**Run 1: I/O pins on the die edge**

Pins as bars across the die edge, other pins in gray.
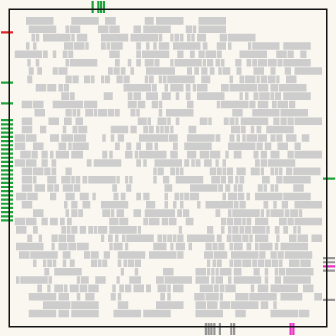
**Run 1: clock wiring as the flow saved it**

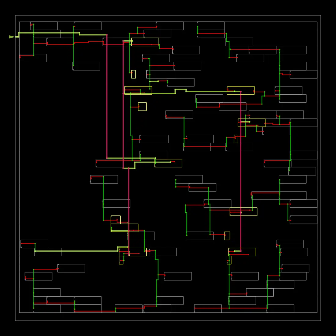
**Run 1: routed metal, one color a layer**

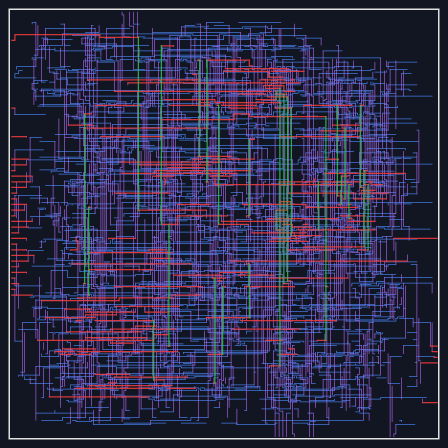
`config.mk`:
```
export PLATFORM = sky130hd
export DESIGN_NAME = m3_phase_step_gen
export DESIGN_NICKNAME = d
export VERILOG_FILES = /design/src/rtl/m3_pkg.sv /design/src/rtl/m3_step_timer.sv /design/src/rtl/m3_phase_step_gen.sv
export SDC_FILE = /design/constraint.sdc
export NUM_CORES = 1
export LEC_CHECK = 0
export CAP_MARGIN = 20
export CORE_UTILIZATION = 50
export CTS_BUF_LIST = sky130_fd_sc_hd__clkbuf_16
export CTS_CLUSTER_SIZE = 10
export DETAILED_ROUTE_END_ITERATION = 7
export GPL_TIMING_DRIVEN = 0
export MAX_ROUTING_LAYER = met4
export PLACE_DENSITY = 0.76
export SLEW_MARGIN = 10
export SYNTH_ARGS = -nofsm -noshare
export SYNTH_HDL_FRONTEND = slang
export SYNTH_SLANG_ARGS = --single-unit
```
`constraint.sdc`:
```
create_clock -name clkI -period 9.3 [get_ports clkI]
set_clock_uncertainty 0.05 [all_clocks]
set_input_delay 2.79 -clock clkI [delete_from_list [all_inputs] [get_ports clkI]]
set_output_delay 2.79 -clock clkI [all_outputs]
set_load 0.02 [all_outputs]
```
`src/rtl/m3_pkg.sv`:
```
// Shared definitions for the M3 six-step commutation path: FSM states, step
// gate pattern table and the period limits shared with the speed calculator.
package m3_pkg;

   typedef enum logic [1:0] {
      ST_IDLE = 2'd0,
      ST_RUN  = 2'd1,
      ST_HOLD = 2'd2
   } m3_state_e;

   localparam int unsigned M3_PERIOD_MIN = 40;
   localparam int unsigned M3_PERIOD_MAX = 4000000;
   localparam int unsigned M3_DEAD_CYC   = 4;

   typedef struct packed {
      logic [2:0] hi;
      logic [2:0] lo;
   } m3_gate_t;

   // bit0=U, bit1=V, bit2=W; hi and lo never share a phase in any entry
   localparam m3_gate_t M3_STEP_PAT [6] = '{
      '{hi: 3'b001, lo: 3'b010},
      '{hi: 3'b001, lo: 3'b100},
      '{hi: 3'b010, lo: 3'b100},
      '{hi: 3'b010, lo: 3'b001},
      '{hi: 3'b100, lo: 3'b001},
      '{hi: 3'b100, lo: 3'b010}
   };

   function automatic m3_gate_t m3_step_pat(input logic [2:0] idx);
      m3_gate_t g;
      g = '{hi: 3'b000, lo: 3'b000};
      if (idx < 3'd6) g = M3_STEP_PAT[idx];
      return g;
   endfunction

   function automatic logic [2:0] m3_idx_next(input logic [2:0] idx, input logic rev);
      logic [2:0] n;
      if (rev) n = (idx == 3'd0) ? 3'd5 : idx - 3'd1;
      else     n = (idx >= 3'd5) ? 3'd0 : idx + 3'd1;
      return n;
   endfunction

endpackage

```
`src/rtl/m3_step_timer.sv`:
```
// Step period timer: clamps and latches the requested period, counts each
// step down from len-1 and flags the terminal count (step boundary).
module m3_step_timer
   import m3_pkg::*;
#(
   parameter int CNT_W      = 32,
   parameter int PERIOD_MIN = M3_PERIOD_MIN,
   parameter int PERIOD_MAX = M3_PERIOD_MAX
) (
   input  logic             clk_i,
   input  logic             rst_n_i,
   input  logic             load_i,
   input  logic             hold_i,
   input  logic             clear_i,
   input  logic [CNT_W-1:0] round_len_i,
   output logic             tc_o
);

   localparam logic [CNT_W-1:0] LEN_MIN = CNT_W'(PERIOD_MIN);
   localparam logic [CNT_W-1:0] LEN_MAX = CNT_W'(PERIOD_MAX);
   localparam logic [CNT_W-1:0] CNT_ONE = CNT_W'(1);

   logic [CNT_W-1:0] len_clamped;
   logic [CNT_W-1:0] len_q, len_d;
   logic [CNT_W-1:0] cnt_q, cnt_d;

   // zero falls under the lower bound, so it also maps to LEN_MIN
   always_comb begin
      len_clamped = round_len_i;
      if (round_len_i < LEN_MIN)      len_clamped = LEN_MIN;
      else if (round_len_i > LEN_MAX) len_clamped = LEN_MAX;
   end

   always_comb begin
      len_d = len_q;
      cnt_d = cnt_q;
      if (clear_i) begin
         cnt_d = '0;
      end else if (load_i) begin
         len_d = len_clamped;
         cnt_d = len_clamped - CNT_ONE;
      end else if (hold_i) begin
         cnt_d = len_q - CNT_ONE;
      end else if (cnt_q != '0) begin
         cnt_d = cnt_q - CNT_ONE;
      end
   end

   always_ff @(posedge clk_i or negedge rst_n_i) begin
      if (!rst_n_i) begin
         len_q <= LEN_MIN;
         cnt_q <= '0;
      end else begin
         len_q <= len_d;
         cnt_q <= cnt_d;
      end
   end

   assign tc_o = (cnt_q == '0);

endmodule

```
`src/rtl/m3_phase_step_gen.sv`:
```
// Six-step three-phase gate sequencer paced by the speed calculator's period.
// Optional gate dead time at every step start: define M3_DEADTIME_EN.
//
// state   | meaning
// IDLE    | not working; gates off, index 0
// RUN     | stepping; pattern of current index driven
// HOLD    | force-stop; gates off, index and period kept
module m3_phase_step_gen
   import m3_pkg::*;
#(
   parameter int CNT_W      = 32,
   parameter int PERIOD_MIN = M3_PERIOD_MIN,
   parameter int PERIOD_MAX = M3_PERIOD_MAX
`ifdef M3_DEADTIME_EN
 , parameter int DEAD_CYC   = M3_DEAD_CYC
`endif
) (
   input  logic             clkI,
   input  logic             nRstI,
   input  logic             workingI,
   input  logic             m3forceStopI,
   input  logic             m3invRotateI,
   input  logic [CNT_W-1:0] roundLenI,
   output logic [2:0]       phaseHiO,
   output logic [2:0]       phaseLoO,
   output logic [2:0]       stepIdxO,
   output logic             nextRound_1O
);

   m3_state_e  state_q, state_d;
   logic [2:0] idx_q, idx_d;
   logic [2:0] hi_q, hi_d;
   logic [2:0] lo_q, lo_d;
   logic       pulse_q, pulse_d;
   logic       tm_load, tm_hold, tm_clear, tm_tc;
   logic       step_start;
   logic       gate_en;
   m3_gate_t   pat;

   m3_step_timer #(
      .CNT_W      (CNT_W),
      .PERIOD_MIN (PERIOD_MIN),
      .PERIOD_MAX (PERIOD_MAX)
   ) u_timer (
      .clk_i       (clkI),
      .rst_n_i     (nRstI),
      .load_i      (tm_load),
      .hold_i      (tm_hold),
      .clear_i     (tm_clear),
      .round_len_i (roundLenI),
      .tc_o        (tm_tc)
   );

   always_comb begin
      state_d    = state_q;
      idx_d      = idx_q;
      pulse_d    = 1'b0;
      tm_load    = 1'b0;
      tm_hold    = 1'b0;
      tm_clear   = 1'b0;
      step_start = 1'b0;
      if (!workingI) begin
         state_d  = ST_IDLE;
         idx_d    = 3'd0;
         tm_clear = 1'b1;
      end else begin
         case (state_q)
            ST_IDLE: begin
               if (!m3forceStopI) begin
                  state_d    = ST_RUN;
                  idx_d      = 3'd0;
                  tm_load    = 1'b1;
                  step_start = 1'b1;
               end else begin
                  tm_clear   = 1'b1;
               end
            end
            ST_RUN: begin
               if (m3forceStopI) begin
                  state_d = ST_HOLD;
                  tm_hold = 1'b1;
               end else if (tm_tc) begin
                  idx_d      = m3_idx_next(idx_q, m3invRotateI);
                  tm_load    = 1'b1;
                  step_start = 1'b1;
                  pulse_d    = m3invRotateI ? (idx_q == 3'd0) : (idx_q == 3'd5);
               end
            end
            ST_HOLD: begin
               // keeping the counter at len-1 makes the resumed step full length
               tm_hold = 1'b1;
               if (!m3forceStopI) begin
                  state_d    = ST_RUN;
                  step_start = 1'b1;
               end
            end
            default: begin
               state_d  = ST_IDLE;
               idx_d    = 3'd0;
               tm_clear = 1'b1;
            end
         endcase
      end
   end

`ifdef M3_DEADTIME_EN
   localparam int DW = (DEAD_CYC > 1) ? $clog2(DEAD_CYC) : 1;
   localparam logic [DW-1:0] DEAD_LOAD = DW'((DEAD_CYC > 0) ? DEAD_CYC - 1 : 0);

   logic [DW-1:0] dead_q, dead_d;

   // dead_q counts the off cycles still owed after the current one
   always_comb begin
      dead_d  = dead_q;
      gate_en = 1'b1;
      if (state_d != ST_RUN) begin
         dead_d = '0;
      end else if (step_start) begin
         dead_d  = DEAD_LOAD;
         gate_en = (DEAD_CYC == 0);
      end else if (dead_q != '0) begin
         dead_d  = dead_q - DW'(1);
         gate_en = 1'b0;
      end
   end

   always_ff @(posedge clkI or negedge nRstI) begin
      if (!nRstI) dead_q <= '0;
      else        dead_q <= dead_d;
   end
`else
   assign gate_en = 1'b1;
`endif

   always_comb begin
      pat  = m3_step_pat(idx_d);
      hi_d = 3'b000;
      lo_d = 3'b000;
      if ((state_d == ST_RUN) && gate_en) begin
         hi_d = pat.hi;
         lo_d = pat.lo;
      end
   end

   always_ff @(posedge clkI or negedge nRstI) begin
      if (!nRstI) begin
         state_q <= ST_IDLE;
         idx_q   <= 3'd0;
         hi_q    <= 3'b000;
         lo_q    <= 3'b000;
         pulse_q <= 1'b0;
      end else begin
         state_q <= state_d;
         idx_q   <= idx_d;
         hi_q    <= hi_d;
         lo_q    <= lo_d;
         pulse_q <= pulse_d;
      end
   end

   assign phaseHiO     = hi_q;
   assign phaseLoO     = lo_q;
   assign stepIdxO     = idx_q;
   assign nextRound_1O = pulse_q;

endmodule
```
==> results.txt, run 1 <==
The synthesis and PnR run went through. The flow ran to the end, and the final reports show no timing, DRC or antenna violations. Transition time at the pin with the least slew margin landed at 0.948 ns. Internal power consumption landed at 0.957 mW. Share of post-route cells with drive strength above 1 landed at 0.0755. Routed metal-1 wirelength landed at 7470 um.

Per STA, the library cell used most along the worst path is sky130_fd_sc_hd__a21oi_1. The cell-mix breakdown from Yosys lists the XOR/XNOR area share as 0.0310. No sink is reached through more buffers than the 2 on the longest clock path.

Summed over all instances, the cell type with the most area after synthesis is sky130_fd_sc_hd__dfrtp_1. In this run the worst hold path is classified as reg2reg. Per the run summary, max-cap violations total 0.

Looking at the critical path, the highest net fanout was 10. Entering global routing, the biggest net connects 44 pins. Initial detailed-routing violation count landed at 502.

The cell-mix breakdown from Yosys lists the adder-cell area share as 0.0271. Total of cells resized after clock tree synthesis landed at 0. The die is 103 um wide. Counting flops with a built-in enable in the synthesized netlist gives 0.

Final-layout worst hold slack landed at 0.438 ns. Per the final report, the share of cell area in non-clock buffers is 0.105. The registers reported with the highest flop counts are u_timer.cnt_q: 32 flops, u_timer.len_q: 32 flops. The number of placed instances, taps included, is 779. Tally of buffers added on design ports landed at 46. The worst setup path is captured at a register.

In this run the critical register-to-register path is captured at u_timer.cnt_q[16]. Post-synthesis, Yosys gives the total cell area as 0.00508 mm^2. Standard-cell row count landed at 36. Pin placement for this block handled 47 I/O pins. The most common logic cell in the final layout is sky130_fd_sc_hd__nand2_1. The worst setup path is of the in2reg kind.

Routed length per instance landed at 22.2 um. The synthesized netlist occupies a cell area of 0.00508 mm^2. Per the Yosys statistics, synthesis produced 599 cells.

Share of power burned in combinational logic landed at 0.573. After synthesis, the most frequently instantiated cells are sky130_fd_sc_hd__nand2_1, sky130_fd_sc_hd__dfrtp_1, sky130_fd_sc_hd__nor2_1. The final weighted congestion recorded by global placement is 0.982. Detailed route wirelength on metal2 landed at 7820 um. Initial antenna violation count landed at 0. Top achievable clock speed landed at 130 MHz.

Via count of the first global-routing pass landed at 5035. Per the layout area report, the sequential fraction of cell area is 0.318. In the final layout, the multi-input gates occupy 0.00299 mm^2. Per the OpenROAD power report, leakage power amounts to 2.48 nW. The first global-routing pass estimated 27300 um of wire. The HPWL after detailed placement is 12700 um. Per the STA report, the cell with the highest stage delay on the worst path is sky130_fd_sc_hd__nor2_2. Part of the total power dissipated in sequential elements landed at 0.253. For this run, the detailed router's first-pass iteration total came to 5. Fraction of area in clock buffers and inverters landed at 0.0437. STA on the placed design reports a worst setup slack of 1.47 ns. On met1, the global router reports a usage of 0.479. Least setup slack across all paths after layout landed at 1.61 ns. Setup repair after global routing left no endpoint under its margin. Multi-input logic cell count landed at 479. Per the post-synthesis stats, the area per cell is 8.48 um^2. Simple-gate area share of the yosys netlist landed at 0.265. For this run, the slowest stage of the critical path takes 0.73 ns. The script parses the final routing iteration and logs DRC violations as 0. The portion of synthesized area spent on multiplexers is 0.0561. Data required time of the critical path landed at 9.52 ns. The largest cell class by area is logic gates. The filler cells instantiated in the layout total 900. Total setup violations reported at the end of the flow landed at 0.

The most frequently used library cell after synthesis is sky130_fd_sc_hd__nand2_1. The layout has 81 buffers outside the clock class. In the CTS report, the clock slew at the register clock pins of the worst setup and hold paths is listed as 0.06 ns. The region available for standard cell placement spans 0.00982 mm^2. Across the placement rows, the number of tap cells is 133. Counting flops with an async set or reset pin after synthesis yields a share of 1.00. Die height landed at 103 um. Final period demand of the worst path landed at 7.69 ns. After routing the design area is 0.00599 mm^2. The worst VDD IR drop from the latest analysis is 0.000138 V. Critical path buffer and inverter count landed at 4. STA reports a reg2reg setup slack of 3.76 ns.

When the netlist entered floorplanning its net count stood at 647. The share of total power dissipated in the clock network is 0.174. Met3 wire length landed at 1670 um.

The clock tree synthesis step divided the H-tree into 3 levels. Total number of nets in the final design landed at 705. The synthesized netlist contains 68 unique library cells. The number of cells on the worst reg-to-reg path is 15.

The worst setup path is launched from an input pin. Worst hold path depth landed at 1. Total power of the final layout landed at 1.84 mW.

Area after detailed placement landed at 0.00573 mm^2. Warnings raised by the tools during the run amount to 32. The global routing report lists met3 layer usage as 0.0508. The startpoint identified for the worst register-to-register timing path is u_timer.cnt_q[11]. Registers take 0.00190 mm^2. Critical path data arrival time landed at 7.91 ns. Met2 track utilization from global routing landed at 0.542. Via density per instance landed at 6.58. Global route summary, busiest routing layer listed as met2.

The tree is rooted in a sky130_fd_sc_hd__clkbuf_16. Total of warnings raised by yosys landed at 0. CTS added clock buffers totalling 9. In this run the most critical hold path is launched from u_timer.len_q[30]. Relative to the synthesized area, the layout overhead comes to 17.8%. Die footprint landed at 0.0106 mm^2. Leaving out fill and tap cells, the most frequent cells in the layout are sky130_fd_sc_hd__nand2_1, sky130_fd_sc_hd__dfrtp_1, sky130_fd_sc_hd__nor2_1. The main area contributors are sky130_fd_sc_hd__dfrtp_1, sky130_fd_sc_hd__nand2_1, sky130_fd_sc_hd__mux2i_1, sky130_fd_sc_hd__nor2_1, sky130_fd_sc_hd__o21ai_0. Measured on the finished design, the core utilization comes to 0.610. The final antenna diode tally reported by the flow is 0.

TritonCTS built the clock tree. Sequential fraction of the synthesis area landed at 0.375. Yosys reported a register bit count of 76. For this design, the CTS-stage hold fixing added 0 buffers. Final-report max-slew violation count landed at 0.

Leaving out filler cells and counting taps, the final layout contains 795. Core utilization at floorplan landed at 0.518. The final layout reports a setup TNS of 0 ns. Share of the synthesized area in the top cell type landed at 0.364. Summed over all routing layers, the global router reports a total usage of 0.363. The highest metal layer carrying signal wires in the routed design is met4.
About 'I/O pins on the die edge':
[`clkI`] red | pins: 1 | direction: input | edge: left
[`roundLenI`] green | pins: 32 | direction: input | edge: 27 left, 4 top, 1 right
[`phaseLoO`] magenta | pins: 3 | direction: output | edge: 2 bottom, 1 right
all pins by edge: 28 left, 9 bottom, 6 right, 4 top

About 'clock wiring as the flow saved it':
Clock buffer cells: 9
clock distribution power: 0.321 mW
Seq cells: 76
clk sinks: 76
clock latency on the worst-skew pair: 0.35 ns

About 'routed metal, one color a layer':
[met1] blue | wire length: 7470 um
[met3] red | wire length: 1670 um
[met4] green | wire length: 709 um
[met2] purple | wire length: 7820 um

-- run 1: power by group through the flow --
stage / Sequential [mW] / Clock [mW] / Combinational [mW]
detailed placement: 0.467 / 0 / 1.01
global placement: 0.466 / 0 / 0.997
floorplan: 0.448 / 0 / 0.727
global route: 0.471 / 0.332 / 1.13
CTS: 0.462 / 0.319 / 1.02
finish: 0.466 / 0.321 / 1.05
-- run 1: how the worst max path moves through the flow --
| stage | from | endpoint | depth (start not counted) |
|---|---|---|---|
| after global routing | workingI | u_timer.cnt_q[30] | 15 |
| final | workingI | u_timer.cnt_q[30] | 15 |
| after detailed placement | workingI | u_timer.cnt_q[30] | 15 |
| after floorplan | m3forceStopI | u_timer.cnt_q[6] | 14 |
| after global placement | workingI | u_timer.cnt_q[30] | 15 |
| after CTS | workingI | u_timer.cnt_q[30] | 15 |
**Run 1: sequential cells colored by netlist name**

Other sequential cells in the stronger gray, the rest of the logic in the fainter gray.
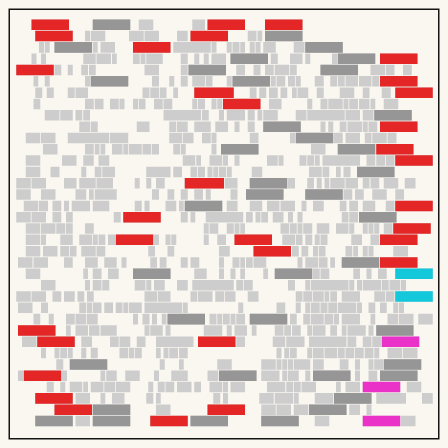

==> run 2: changes to the inputs <==
--- a/config.mk
+++ b/config.mk
@@ -12,7 +12,7 @@
 export DETAILED_ROUTE_END_ITERATION = 7
 export GPL_TIMING_DRIVEN = 0
 export MAX_ROUTING_LAYER = met4
-export PLACE_DENSITY = 0.76
+export PLACE_DENSITY = 0.79
 export SLEW_MARGIN = 10
 export SYNTH_ARGS = -nofsm -noshare
 export SYNTH_HDL_FRONTEND = slang
==> constraint.sdc (replaced) <==
create_clock -name clkI -period 6.65 [get_ports clkI]
set_clock_uncertainty 0.05 [all_clocks]
set_input_delay 1.995 -clock clkI [delete_from_list [all_inputs] [get_ports clkI]]
set_output_delay 1.995 -clock clkI [all_outputs]
set_load 0.02 [all_outputs]
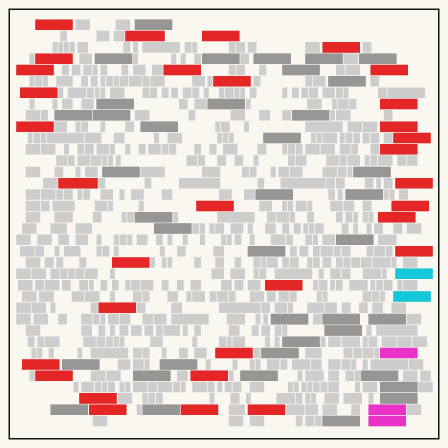
**Above:** run 2 (sequential cells colored by netlist name).
Other sequential cells in the stronger gray, the rest of the logic in the fainter gray.
[`u_timer.len_q`] red | placed flops: 32 | where: spread over the die
[`phaseLoO`] magenta | placed flops: 3
[`state_q`] cyan | placed flops: 2
not colored: 39

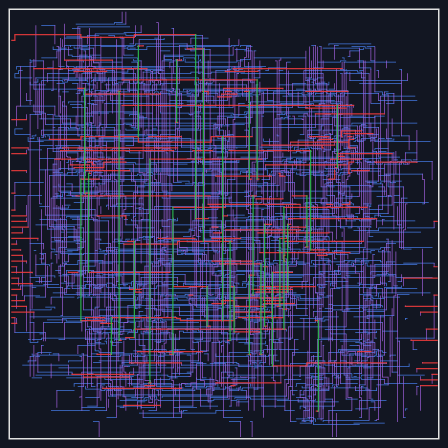
**Above:** run 2 (routed metal, one color a layer).
[met4] green | wire length: 770 um
[met2] purple | wire length: 7930 um
[met3] red | wire length: 1430 um
[met1] blue | wire length: 7120 um

==> run 2 against run 1 <==
Net effect: synthesized area unchanged; non-clock buffer count unchanged; synthesized cell count unchanged; critical path depth unchanged; die size unchanged; final area increased by 0.61%; worst setup slack got worse by 1.3 ns; register-to-register slack got worse by 2.2 ns; hold slack got worse by 0.0047 ns; combinational power increased by 37%; critical path type unchanged; highest routed layer unchanged.
==> results.txt, run 2 <==
The synthesis and PnR run went through. Leakage power of the design landed at 2.49 nW (was 2.48 nW). Tally of buffers added on design ports landed at 46 (unchanged). The clock network fraction of total power is 0.188 (was 0.174). Fraction of the mapped netlist area in adder cells landed at 0.0271 (unchanged). The root buffer cell was sky130_fd_sc_hd__clkbuf_16 (unchanged). Mux contribution to synthesized area landed at 0.0561 (unchanged). The path category of the worst min-delay check was reg2reg (unchanged). Via density per instance landed at 6.55 (was 6.58).

Share of power burned in combinational logic landed at 0.559 (was 0.573). Total setup violations reported at the end of the flow landed at 0 (unchanged). Routed metal-1 wirelength landed at 7120 um (was 7470 um). The core utilization at floorplan is 0.518 (unchanged). The fraction of area in clock buffers and inverters is 0.0467 (was 0.0437).

The met3 capacity usage during global routing came to 0.100 (was 0.0508). The termination of the worst setup path is u_timer.cnt_q[16] (was u_timer.cnt_q[30]). The number of sinks driven by the clock tree was 76 (unchanged). The final antenna diode count was 0 (unchanged). Number of placed instances with taps included landed at 779 (unchanged). The type of origin of the critical path is an input pin (unchanged). Total number of nets in the final design landed at 705 (unchanged). The cell with the biggest individual delay on the critical path is sky130_fd_sc_hd__clkdlybuf4s50_1 (was sky130_fd_sc_hd__nor2_2). The floorplan core area was 0.00982 mm^2 (unchanged). Sequential fraction of the synthesis area landed at 0.375 (unchanged). Reg-to-reg setup timing slack landed at 1.53 ns (was 3.76 ns).

The HPWL after detailed placement is 12500 um (was 12700 um). The capturing element type of the critical path is a register (unchanged). Final-layout worst hold slack landed at 0.434 ns (was 0.438 ns). The tally of clock buffers in the finished layout came to 9 (unchanged).

Worst reg2reg path depth landed at 15 (unchanged). Top cells by area, synth: sky130_fd_sc_hd__dfrtp_1, sky130_fd_sc_hd__nand2_1, sky130_fd_sc_hd__mux2i_1, sky130_fd_sc_hd__nor2_1, sky130_fd_sc_hd__o21ai_0 (unchanged). The width of the die is 103 um (unchanged). Cell count in the Yosys report landed at 599 (unchanged). Top achievable clock speed landed at 157 MHz. Die height landed at 103 um (unchanged). List of most frequent post-synthesis cells: sky130_fd_sc_hd__nand2_1, sky130_fd_sc_hd__dfrtp_1, sky130_fd_sc_hd__nor2_1 (unchanged). The clock period could shrink to 6.37 ns.

Maximum fanout along the worst path landed at 10 (unchanged). Met3 wire length landed at 1430 um (was 1670 um). Die footprint landed at 0.0106 mm^2 (unchanged).

Number of storage elements in the synthesis netlist landed at 76 (unchanged). Deepest level of the CTS H-tree landed at 3 (unchanged). Transition time at the pin with the least slew margin landed at 1.04 ns (was 0.948 ns). The library cell with the highest instance count after synthesis was sky130_fd_sc_hd__nand2_1 (unchanged). The source of the worst hold timing path is u_timer.len_q[9] (was u_timer.len_q[30]). The reg-to-reg startpoint is u_timer.cnt_q[11] (unchanged).

The global-route wire length before repair is 27500 um (was 27300 um). Status: complete, no violations (unchanged). The synthesized chip area reported by yosys came to 0.00508 mm^2 (unchanged). The most frequently used flop master after synthesis is sky130_fd_sc_hd__dfrtp_1 (unchanged).

Worst supply voltage drop on vdd landed at 0.000295 V (was 0.000138 V). The start point of the critical path is workingI (unchanged). The multi-input logic cell count came to 479 (unchanged). Part of the total power dissipated in sequential elements landed at 0.253 (about the same).

Number of top-level pins landed at 47 (unchanged). The number of maximum-capacitance constraint violations was 0 (unchanged). Number of tap cells inserted landed at 133 (unchanged). The count of tool warnings came to 32 (unchanged).

Data required time of the critical path landed at 6.84 ns (was 9.52 ns). Clock latency of the later-clocked register in the worst-skew pair landed at 0.36 ns (was 0.35 ns). Fraction of cell area in non-clock buffers landed at 0.106 (was 0.105). The number of buffers created by CTS was 9 (unchanged).

The fraction of standard cell area that is sequential is 0.316 (was 0.318). The least setup slack across all paths after layout was 0.280 ns (was 1.61 ns). The distinct cell type count after synthesis is 68 (unchanged).

The top logic cell by instance count in the layout is sky130_fd_sc_hd__nand2_1 (unchanged). The count of sequential standard cells is 76 (unchanged). The switching power as a share of total power came to 0.464 (was 0.480).

The area share of xor/xnor cells in the synthesized design came to 0.0310 (unchanged). Routed length per instance landed at 21.7 um (was 22.2 um). The total power of the final layout was 2.57 mW (was 1.84 mW). The final cell count without fillers is 794 (was 795). The standard-cell row count came to 36 (unchanged). The register cell area after layout is 0.00190 mm^2 (unchanged).

Final-report max-slew violation count landed at 0 (unchanged). Setup slack at placement landed at -0.299 ns (was 1.47 ns). Synthesis-to-layout area growth landed at 18.5% (was 17.8%).

The fraction of synthesis flops using an asynchronous set or reset pin is 1.00 (unchanged). The detailed route wirelength on metal2 is 7930 um (was 7820 um). The share of post-route cells with drive strength above 1 came to 0.0802 (was 0.0755). The worst flop-to-flop path endpoint was u_timer.cnt_q[16] (unchanged). Final weighted congestion in routability-driven placement landed at 0.967 (was 0.982).

The number of enable flip-flop cells came to 0 (unchanged). The class of the most critical setup path was in2reg (unchanged). The area after detailed placement came to 0.00573 mm^2 (about the same).

The buffer levels on the longest clock path came to 2 (unchanged). Total global-route track usage landed at 0.371 (was 0.363). Residual DRC count landed at 0 (unchanged). The via count of the first global-routing pass came to 5089 (was 5035). The total of warnings raised by yosys was 0 (unchanged). The maximum number of pins on one net before global-route repair came to 52 (was 44). The met1 track utilization from global routing was 0.447 (was 0.479). The initial antenna violation count was 0 (unchanged). The final design instance area without fill was 0.00602 mm^2 (was 0.00599 mm^2). The internal power consumption came to 1.38 mW (was 0.957 mW). The clock tree from TritonCTS is done (unchanged). Most used cells in the layout excluding fill and tap cells: sky130_fd_sc_hd__nand2_1, sky130_fd_sc_hd__dfrtp_1, sky130_fd_sc_hd__nor2_1 (unchanged). The dominant kind of cell by area was logic gates (unchanged).

The count of filler cells inserted in the layout came to 901 (was 900). End-of-flow core utilization landed at 0.614 (was 0.610). The most common cell type on the critical path was sky130_fd_sc_hd__nand2_1 (was sky130_fd_sc_hd__a21oi_1). Leading registers by flop count: u_timer.cnt_q: 32 flops, u_timer.len_q: 32 flops (unchanged).

The initial detailed-routing violation count was 393 (was 502). The highest metal layer with signal wires was met4 (unchanged). Simple-gate area share of the yosys netlist landed at 0.265 (unchanged). The peak-usage layer in the global routing report is met2 (unchanged). The met2 track utilization from global routing was 0.570 (was 0.542). Longest individual stage delay on the worst path landed at 0.59 ns (was 0.73 ns). The final total negative setup slack was 0 ns (unchanged).
run 2: what timing repair did:
action | in CTS | in global routing
setup buffers | 0 | 0
hold endpoints to repair | 0 | 0
endpoints found under the setup margin | 0 | 10
gates resized | 0 | 1
run 2: power by group through the flow:
stage                     Sequential [mW]  Clock, mW  Combinational (mW)
after floorplan                     0.627          0                1.02
after CTS                           0.646      0.489                1.40
after global placement              0.648          0                1.37
after detailed placement            0.652          0                1.39
final                               0.650      0.484                1.44
after global routing                0.661      0.510                1.55
run 2: worst max-delay path, delay by kind of cell:
| kind | cells | cell delay (ns) |
|---|---|---|
| buf+inv | 4 | 1.73 |
| compound gates | 5 | 1.05 |
| simple gates | 3 | 0.78 |
| mux | 2 | 0.74 |
| fa+ha+maj | 1 | 0.22 |
No activity file was given, so power comes from the tool's default toggle rates.
